--- src/rtl/motor_drive_supervisor_pkg.sv ---
// Shared types and default parameter values for the motor drive supervisor.
// Used by the interface, the PWM generator and the top level.
package motor_pkg;

    typedef enum logic [1:0] {
        ST_IDLE       = 2'd0,
        ST_RUN        = 2'd1,
        ST_BRAKE      = 2'd2,
        ST_TILT_FAULT = 2'd3
    } state_t;

    localparam int DEF_WIDTH       = 12;
    localparam int DEF_TILT_LIMIT  = 512;
    localparam int DEF_RAMP_STEP   = 16;
    localparam int DEF_RAMP_DIV    = 4;
    localparam int DEF_HOLD_CYCLES = 1000;

endpackage

--- src/rtl/motor_drive_supervisor_if.sv ---
// Rider/sensor inputs and drive outputs of the supervisor, bundled as one port.
// master = the side producing the rider/sensor inputs; slave = the supervisor.
interface motor_drive_supervisor_if #(
    parameter int WIDTH = motor_pkg::DEF_WIDTH
);
    logic                    enable;
    logic                    mode_sel;
    logic [WIDTH-1:0]        assist_req;
    logic [WIDTH-1:0]        throttle;
    logic signed [WIDTH-1:0] roll;
    logic signed [WIDTH-1:0] pitch;
    logic                    brake;
    logic                    pwm_out;
    logic [WIDTH-1:0]        duty;
    logic [1:0]              state;
    logic                    fault_tilt;

    modport master (
        output enable, mode_sel, assist_req, throttle, roll, pitch, brake,
        input  pwm_out, duty, state, fault_tilt
    );

    modport slave (
        input  enable, mode_sel, assist_req, throttle, roll, pitch, brake,
        output pwm_out, duty, state, fault_tilt
    );
endinterface

--- src/rtl/motor_drive_supervisor_pwm.sv ---
// Free-running PWM generator; compare value is double-buffered and only
// reloads at counter wrap, unless force_zero cuts it immediately.
module motor_pwm_gen #(
    parameter int WIDTH = motor_pkg::DEF_WIDTH
) (
    input  logic             c50m,
    input  logic             reset,
    input  logic [WIDTH-1:0] duty,
    input  logic             force_zero,
    output logic             pwm_out
);
    logic [WIDTH-1:0] r_cnt;
    logic [WIDTH-1:0] r_cmp;
    logic             r_pwm;

    always_ff @(posedge c50m or posedge reset) begin
        if (reset) begin
            r_cnt <= '0;
            r_cmp <= '0;
            r_pwm <= 1'b0;
        end else begin
            r_cnt <= r_cnt + 1'b1;
            if (force_zero)
                r_cmp <= '0;
            else if (r_cnt == '1)
                r_cmp <= duty;
            r_pwm <= (r_cnt < r_cmp);
        end
    end

    assign pwm_out = r_pwm;
endmodule

--- src/rtl/motor_drive_supervisor.sv ---
// Motor drive supervisor: target select, duty ramp, state machine and PWM.
// Tilt cutoff is compiled in only when MOTOR_TILT_CUTOFF_EN is defined.
module motor_drive_supervisor
    import motor_pkg::*;
#(
    parameter int WIDTH       = DEF_WIDTH,
    parameter int TILT_LIMIT  = DEF_TILT_LIMIT,
    parameter int RAMP_STEP   = DEF_RAMP_STEP,
    parameter int RAMP_DIV    = DEF_RAMP_DIV,
    parameter int HOLD_CYCLES = DEF_HOLD_CYCLES
) (
    input  logic                     c50m,
    input  logic                     reset,
    motor_drive_supervisor_if.slave  bus
);
    localparam int               TW     = (RAMP_DIV > 1) ? $clog2(RAMP_DIV) : 1;
    localparam int               HW     = $clog2(HOLD_CYCLES + 1);
    localparam logic [WIDTH-1:0] STEP_W = WIDTH'(RAMP_STEP);

    state_t           r_state, w_state_next;
    logic [WIDTH-1:0] r_target;
    logic [WIDTH-1:0] r_duty, w_duty_next;
    logic [TW-1:0]    r_tick, w_tick_next;
    logic [HW-1:0]    r_hold, w_hold_next;
    logic [WIDTH-1:0] w_gap, w_step;
    logic             w_tilt, w_hold_ok, w_force_zero;

`ifdef MOTOR_TILT_CUTOFF_EN
    // Magnitude of a two's-complement word; the most negative value clamps.
    function automatic logic [WIDTH-1:0] sat_abs(input logic [WIDTH-1:0] v);
        if (!v[WIDTH-1])
            return v;
        if (v == {1'b1, {(WIDTH-1){1'b0}}})
            return {1'b0, {(WIDTH-1){1'b1}}};
        return -v;
    endfunction

    localparam logic [WIDTH-1:0] LIMIT_W = WIDTH'(TILT_LIMIT);

    assign w_tilt         = (sat_abs(bus.roll) > LIMIT_W) || (sat_abs(bus.pitch) > LIMIT_W);
    assign bus.fault_tilt = (r_state == ST_TILT_FAULT);
`else
    logic w_unused_tilt;
    assign w_unused_tilt  = ^{bus.roll, bus.pitch};
    assign w_tilt         = 1'b0;
    assign bus.fault_tilt = 1'b0;
`endif

    assign w_hold_ok    = !w_tilt && (r_target == '0);
    assign w_force_zero = (r_state == ST_RUN) && (w_state_next != ST_RUN);

    always_comb begin
        w_state_next = r_state;
        w_hold_next  = '0;
        case (r_state)
            ST_IDLE:
                if (bus.enable && !bus.brake && !w_tilt)
                    w_state_next = ST_RUN;
            ST_RUN:
                if (w_tilt)
                    w_state_next = ST_TILT_FAULT;
                else if (bus.brake)
                    w_state_next = ST_BRAKE;
                else if (!bus.enable)
                    w_state_next = ST_IDLE;
            ST_BRAKE:
                if (w_tilt)
                    w_state_next = ST_TILT_FAULT;
                else if (!bus.brake)
                    w_state_next = ST_IDLE;
            ST_TILT_FAULT:
                // Any non-qualifying cycle leaves w_hold_next at 0.
                if (w_hold_ok) begin
                    if (r_hold == HW'(HOLD_CYCLES - 1))
                        w_state_next = ST_IDLE;
                    else
                        w_hold_next = r_hold + 1'b1;
                end
            default:
                w_state_next = ST_IDLE;
        endcase
    end

    always_comb begin
        w_tick_next = '0;
        w_duty_next = '0;
        w_gap       = r_target - r_duty;
        w_step      = (w_gap > STEP_W) ? STEP_W : w_gap;
        // Duty only survives while staying in RUN; entering or leaving clears it.
        if (r_state == ST_RUN && w_state_next == ST_RUN) begin
            w_tick_next = (r_tick == TW'(RAMP_DIV - 1)) ? '0 : r_tick + 1'b1;
            if (r_target < r_duty)
                w_duty_next = r_target;
            else if (r_tick == TW'(RAMP_DIV - 1))
                w_duty_next = r_duty + w_step;
            else
                w_duty_next = r_duty;
        end
    end

    always_ff @(posedge c50m or posedge reset) begin
        if (reset) begin
            r_state  <= ST_IDLE;
            r_target <= '0;
            r_duty   <= '0;
            r_tick   <= '0;
            r_hold   <= '0;
        end else begin
            r_state  <= w_state_next;
            r_target <= bus.mode_sel ? bus.assist_req : bus.throttle;
            r_duty   <= w_duty_next;
            r_tick   <= w_tick_next;
            r_hold   <= w_hold_next;
        end
    end

    motor_pwm_gen #(.WIDTH(WIDTH)) u_pwm (
        .c50m       (c50m),
        .reset      (reset),
        .duty       (r_duty),
        .force_zero (w_force_zero),
        .pwm_out    (bus.pwm_out)
    );

    assign bus.duty  = r_duty;
    assign bus.state = r_state;
endmodule

--- src/flat_wrapper.sv ---
// flat-port wrapper written by rule: the top's interface ports become plain ports
module motor_drive_supervisor_flat import motor_pkg::*;
#(
    parameter int WIDTH       = DEF_WIDTH,
    parameter int TILT_LIMIT  = DEF_TILT_LIMIT,
    parameter int RAMP_STEP   = DEF_RAMP_STEP,
    parameter int RAMP_DIV    = DEF_RAMP_DIV,
    parameter int HOLD_CYCLES = DEF_HOLD_CYCLES
)
  (c50m, reset, bus_enable, bus_mode_sel, bus_assist_req, bus_throttle, bus_roll, bus_pitch, bus_brake, bus_pwm_out, bus_duty, bus_state, bus_fault_tilt);
  motor_drive_supervisor_if #(.WIDTH(WIDTH)) bus_i ();
  input  logic c50m;
  input  logic reset;
  input wire logic [$bits(bus_i.enable)-1:0] bus_enable;
  input wire logic [$bits(bus_i.mode_sel)-1:0] bus_mode_sel;
  input wire logic [$bits(bus_i.assist_req)-1:0] bus_assist_req;
  input wire logic [$bits(bus_i.throttle)-1:0] bus_throttle;
  input wire logic [$bits(bus_i.roll)-1:0] bus_roll;
  input wire logic [$bits(bus_i.pitch)-1:0] bus_pitch;
  input wire logic [$bits(bus_i.brake)-1:0] bus_brake;
  output wire logic [$bits(bus_i.pwm_out)-1:0] bus_pwm_out;
  output wire logic [$bits(bus_i.duty)-1:0] bus_duty;
  output wire logic [$bits(bus_i.state)-1:0] bus_state;
  output wire logic [$bits(bus_i.fault_tilt)-1:0] bus_fault_tilt;
  assign bus_i.enable = bus_enable;
  assign bus_i.mode_sel = bus_mode_sel;
  assign bus_i.assist_req = bus_assist_req;
  assign bus_i.throttle = bus_throttle;
  assign bus_i.roll = bus_roll;
  assign bus_i.pitch = bus_pitch;
  assign bus_i.brake = bus_brake;
  assign bus_pwm_out = bus_i.pwm_out;
  assign bus_duty = bus_i.duty;
  assign bus_state = bus_i.state;
  assign bus_fault_tilt = bus_i.fault_tilt;
  motor_drive_supervisor #(.WIDTH(WIDTH), .TILT_LIMIT(TILT_LIMIT), .RAMP_STEP(RAMP_STEP), .RAMP_DIV(RAMP_DIV), .HOLD_CYCLES(HOLD_CYCLES)) u_core (.c50m(c50m), .reset(reset), .bus(bus_i));
endmodule
--- config.mk ---
export PLATFORM = sky130hd
export DESIGN_NAME = motor_drive_supervisor_flat
export DESIGN_NICKNAME = d
export VERILOG_FILES = /design/src/rtl/motor_drive_supervisor_pkg.sv /design/src/rtl/motor_drive_supervisor_if.sv /design/src/rtl/motor_drive_supervisor_pwm.sv /design/src/rtl/motor_drive_supervisor.sv /design/src/flat_wrapper.sv
export SDC_FILE = /design/constraint.sdc
export NUM_CORES = 1
export LEC_CHECK = 0
export CORE_UTILIZATION = 30
export CTS_CLUSTER_SIZE = 8
export DETAILED_ROUTE_END_ITERATION = 6
export PLACE_DENSITY_LB_ADDON = 0.3
export SLEW_MARGIN = 5
export SYNTH_ARGS = -nofsm -noshare
export SYNTH_HDL_FRONTEND = slang
export SYNTH_HIERARCHICAL = 1
export SYNTH_SLANG_ARGS = --single-unit
--- constraint.sdc ---
create_clock -name c50m -period 4.05 [get_ports c50m]
set_input_delay 1.0125 -clock c50m [delete_from_list [all_inputs] [get_ports c50m]]
set_output_delay 1.0125 -clock c50m [all_outputs]
set_load 0.02 [all_outputs]
Figure 1. Routing congestion (run 1).
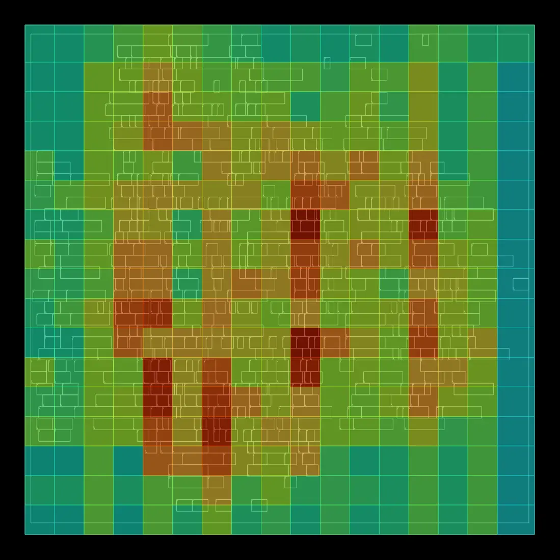
met3 GRT Util: 0.0474
DR WL/cell: 13.9 um
met2 Usage GRT: 0.250
met1 Usage GRT: 0.185
GRT busiest layer: met2

Figure 2. Signal wires on met1 (run 1).
The bar under the picture is 20 um long.
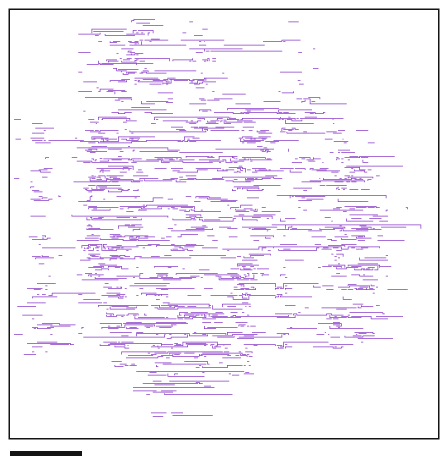
- main direction: horizontal
- nets with wire on the layer: 560

Figure 3. Met2 routing (run 1).
The bar under the picture is 20 um long.
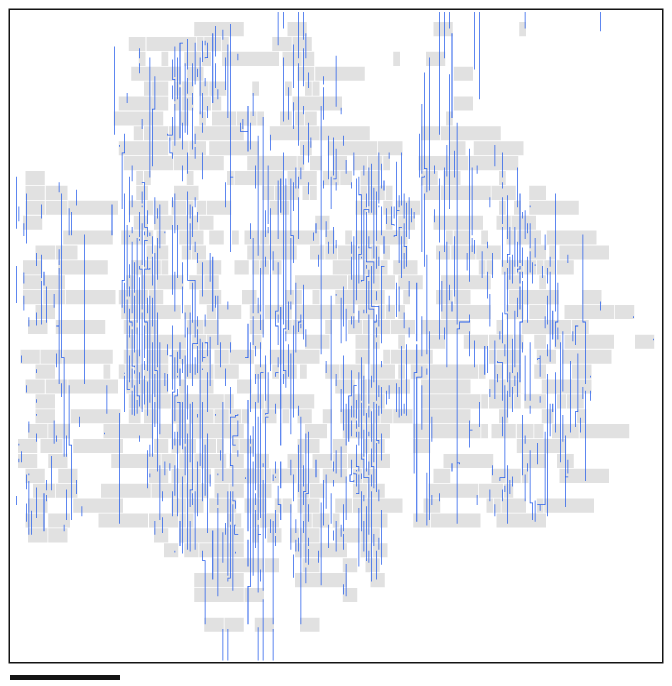
- main direction: vertical
- share of all routed wire: 49%
- nets with wire on the layer: 513
- wire length on this layer: 4950 um

==> flow_summary.toml, run 1 <==
# flow metrics
[synthesis]
ys_sh_xor = 0.0596
ys_sh_simple = 0.162
ys_sh_adder = 0.119
top_cells_by_area = "dfrtp_1, ha_1, xnor2_1, nor2_1, inv_1"
common_cells = "dfrtp_1, nor2_1, inv_1"
async_reset_ff_frac = 1.00
yosysSeqAreaShare = 0.383
synth_area_um2 = 4110
syn_area_per_cell_um2 = 9.70
yosys.area.top_type_share = 0.383
yosys_area_um2 = 4110
netlist_logic_family_top = "AND-OR/OR-AND gates"
yosys.area_share.aoi = 0.165
yosysWarningCount = 6
synthMuxAreaShare = 0.0608

[worst_hold_path]
min-delay-start = "u_core/r_tick[0]"
holdCritPathClass = "flip-flop to flip-flop"
hold_end = "u_core/r_tick[0]"

[global_routing]
grt_max_degree = 27
grt_pass1_wl_um = 16900
grt_overflow_total = 0
grt_usage = 0.151

[placement]
gp_congestion = 0.817
dp_cells = 689
place_ws_ns = -0.246
postPlaceCellArea_um2 = 5120
dp_hpwl_um = 7380

[timing]
hold_violations = 0
period_minus_slack_ns = 3.96
setup_tns_ns = 0
fin_ws_ns = 0.0896
setup_violations = 0
whs_ns = 0.449
final_max_slew_viol_count = 0
period_used_share = 0.978
fin_skew_ns = 0.00773

[floorplanning]
die_area_um2 = 14200
fp-row-count = 42
fp.dieW_um = 119
pin_count = 69

[setup_path]
end_kind = "flip-flop"
cp_slowest_cell = "fa_2"
r2r-end = "u_core/bus.duty[10]"
arrival_ns = 4.17
critPathMaxStageDelay_ns = 0.42
worst-path-stages = 18
crit_path_frequent_cell = "o21ai_2"
cp_top_family = "simple AND/OR/NAND/NOR gates"

[detailed_routing]
drc = 0
routed_wl_um = 10100
route.vias.total = 3536
dr_wl_met3_um = 418
wl_met2_um = 4950

[cells_and_area]
flop_area_um2 = 1580
mostFrequentLayoutCells = "buf_4, dfrtp_1, clkdlybuf4s50_1, nor2_1, inv_1"
inverters = 40
nClkBuffers = 10
finalNetCount = 632
logic_gates = 318
design_area_um2 = 5770
final_util = 0.434
nonClkBufAreaFrac = 0.162
nFlopsAndLatches = 63
drive_gt1_frac = 0.264
largest_cell_class = "combinational gates"
lay_top_count = "buf_4"
antenna_cells = 0

[cts]
clock_path_buffers = 2
root_buffer = "clkbuf_16"
clkTransAtPathRegs_ns = 0.05
post_cts_buffers = 10
htree_levels = 3
clock_sink_count = 63
cts_tree = "yes"

[power_and_ir_drop]
clkPwrFrac = 0.480
switching_share = 0.238
internal_power_w = 0.00130
power_leakage_nw = 2.51
combPwrFrac = 0.142
powerClk_w = 0.000821
p_seq_w = 0.000648
comb_power_w = 0.000242
p_sw_w = 0.000408
pwr-share-seq = 0.379

[flow_run]
log.warning_count = 52

[outcome]
status = "finished clean"
==> inputs of run 2 (changes only) <==
--- a/config.mk
+++ b/config.mk
@@ -5,7 +5,7 @@
 export SDC_FILE = /design/constraint.sdc
 export NUM_CORES = 1
 export LEC_CHECK = 0
-export CORE_UTILIZATION = 30
+export CORE_UTILIZATION = 38
 export CTS_CLUSTER_SIZE = 8
 export DETAILED_ROUTE_END_ITERATION = 6
 export PLACE_DENSITY_LB_ADDON = 0.3
==> constraint.sdc (replaced) <==
create_clock -name c50m -period 4.8 [get_ports c50m]
set_input_delay 1.2 -clock c50m [delete_from_list [all_inputs] [get_ports c50m]]
set_output_delay 1.2 -clock c50m [all_outputs]
set_load 0.02 [all_outputs]
==> run 2 against run 1 <==
Against the previous run: cell area decreased by 14%; die size decreased by 21%; worst hold slack improved by 0.019 ns; sequential share of layout area increased by 4.4 points; cell count decreased by 14%; global-route usage increased by 2.3 points; critical endpoint unchanged; largest power group is now sequential cells.
==> flow_summary.toml, run 2 <==
# flow metrics
[floorplanning]
fp_util = 0.395
fp-row-count = 37
die_area_um2 = 11200
fp.dieW_um = 106
pin_count = 69

[power_and_ir_drop]
pwr-share-seq = 0.471
clkPwrFrac = 0.404
power_leader = "sequential cells"
combPwrFrac = 0.125
internal_power_w = 0.000848
p_sw_w = 0.000314
power_leakage_nw = 2.12
comb_power_w = 0.000145
p_seq_w = 0.000548
powerClk_w = 0.000469

[setup_path]
critical_path_class = "flip-flop to flip-flop"
cp_top_family = "AND-OR/OR-AND gates"
worst-path-stages = 20
cp_slowest_cell = "dfrtp_1"
arrival_ns = 4.63
critPathMaxStageDelay_ns = 0.42
r2r-end = "u_core/bus.duty[10]"
end_kind = "flip-flop"

[synthesis]
yosysSeqAreaShare = 0.383
synthMuxAreaShare = 0.0608
async_reset_ff_frac = 1.00
yosys.area.top_type_share = 0.383
ys_sh_simple = 0.162
common_cells = "dfrtp_1, nor2_1, inv_1"
netlist_logic_family_top = "AND-OR/OR-AND gates"
yosys_area_um2 = 4110
top_cells_by_area = "dfrtp_1, ha_1, xnor2_1, nor2_1, inv_1"
yosys.area_share.aoi = 0.165
synth_area_um2 = 4110
yosysWarningCount = 6
ys_sh_xor = 0.0596
ys_sh_adder = 0.119

[cts]
clock_path_buffers = 2
cts_tree = "yes"
htree_levels = 3
cts_resized = 0
clkTransAtPathRegs_ns = 0.07
post_cts_buffers = 0
clock_sink_count = 63
root_buffer = "clkbuf_8"

[placement]
dp_hpwl_um = 6880
place_ws_ns = 0.226
postPlaceCellArea_um2 = 4740

[global_routing]
grt_pass1_wl_um = 15400
grt_usage = 0.173
grt.busiest_layer = "met2"
grt_max_degree = 39
grt_pass1_vias = 3278
met3_usage = 0.0349
met1_usage = 0.223
use_met2 = 0.292

[timing]
hold_violations = 0
setup_violations = 0
fin_ws_ns = 0.392
setup_tns_ns = 0
fin_skew_ns = 0.0109
whs_ns = 0.468
final_max_slew_viol_count = 0
period_used_share = 0.918
period_minus_slack_ns = 4.41

[worst_hold_path]
holdCritPathClass = "flip-flop to flip-flop"
min-delay-start = "u_core/r_tick[0]"
hold_end = "u_core/r_tick[0]"

[cells_and_area]
logic_gates = 318
mostFrequentLayoutCells = "dfrtp_1, clkdlybuf4s50_1, nor2_1, inv_1, ha_1"
nFlopsAndLatches = 63
inverters = 40
antenna_cells = 0
finalNetCount = 574
lay_top_count = "dfrtp_1"
drive_gt1_frac = 0.113
nClkBuffers = 9
largest_cell_class = "combinational gates"
design_area_um2 = 4950
final_util = 0.475
flop_area_um2 = 1580
area_share_clock_buf_inv = 0.0397
nonClkBufAreaFrac = 0.0991

[detailed_routing]
wl_per_cell_um = 14.4
routed_wl_um = 8990
dr_wl_met3_um = 319
drc = 0

[outcome]
status = "finished clean"

[flow_run]
log.warning_count = 50
Figure 4. The metal 3 layer (run 2).
The bar under the picture is 20 um long.
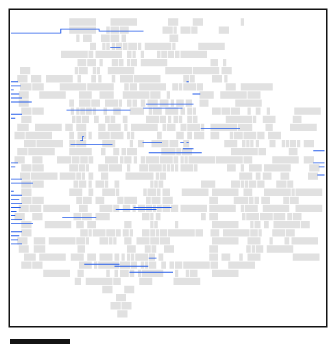
- wire length on this layer: 320 um
- longest straight run: 21.2 um
- main direction: horizontal

Figure 5. Met2 routing (run 2).
The bar under the picture is 20 um long.
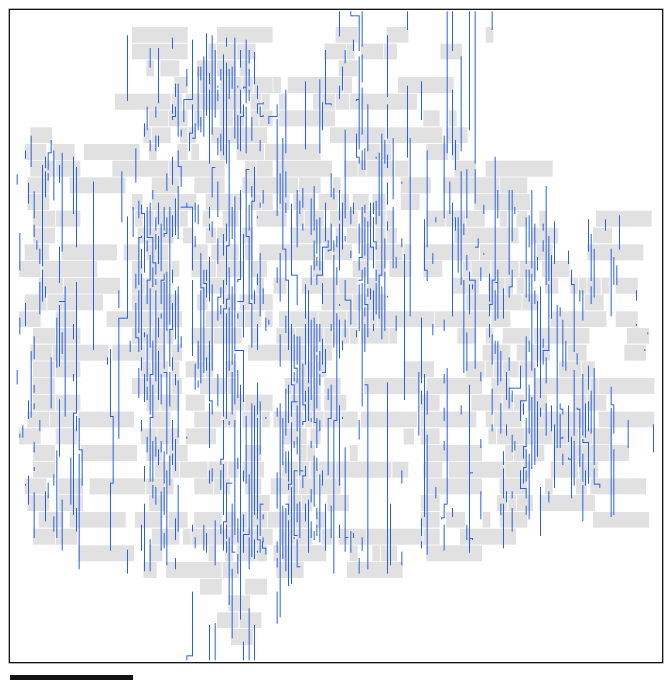
- nets with wire on the layer: 462
- share of all routed wire: 49%

No activity file was given, so power comes from the tool's default toggle rates.
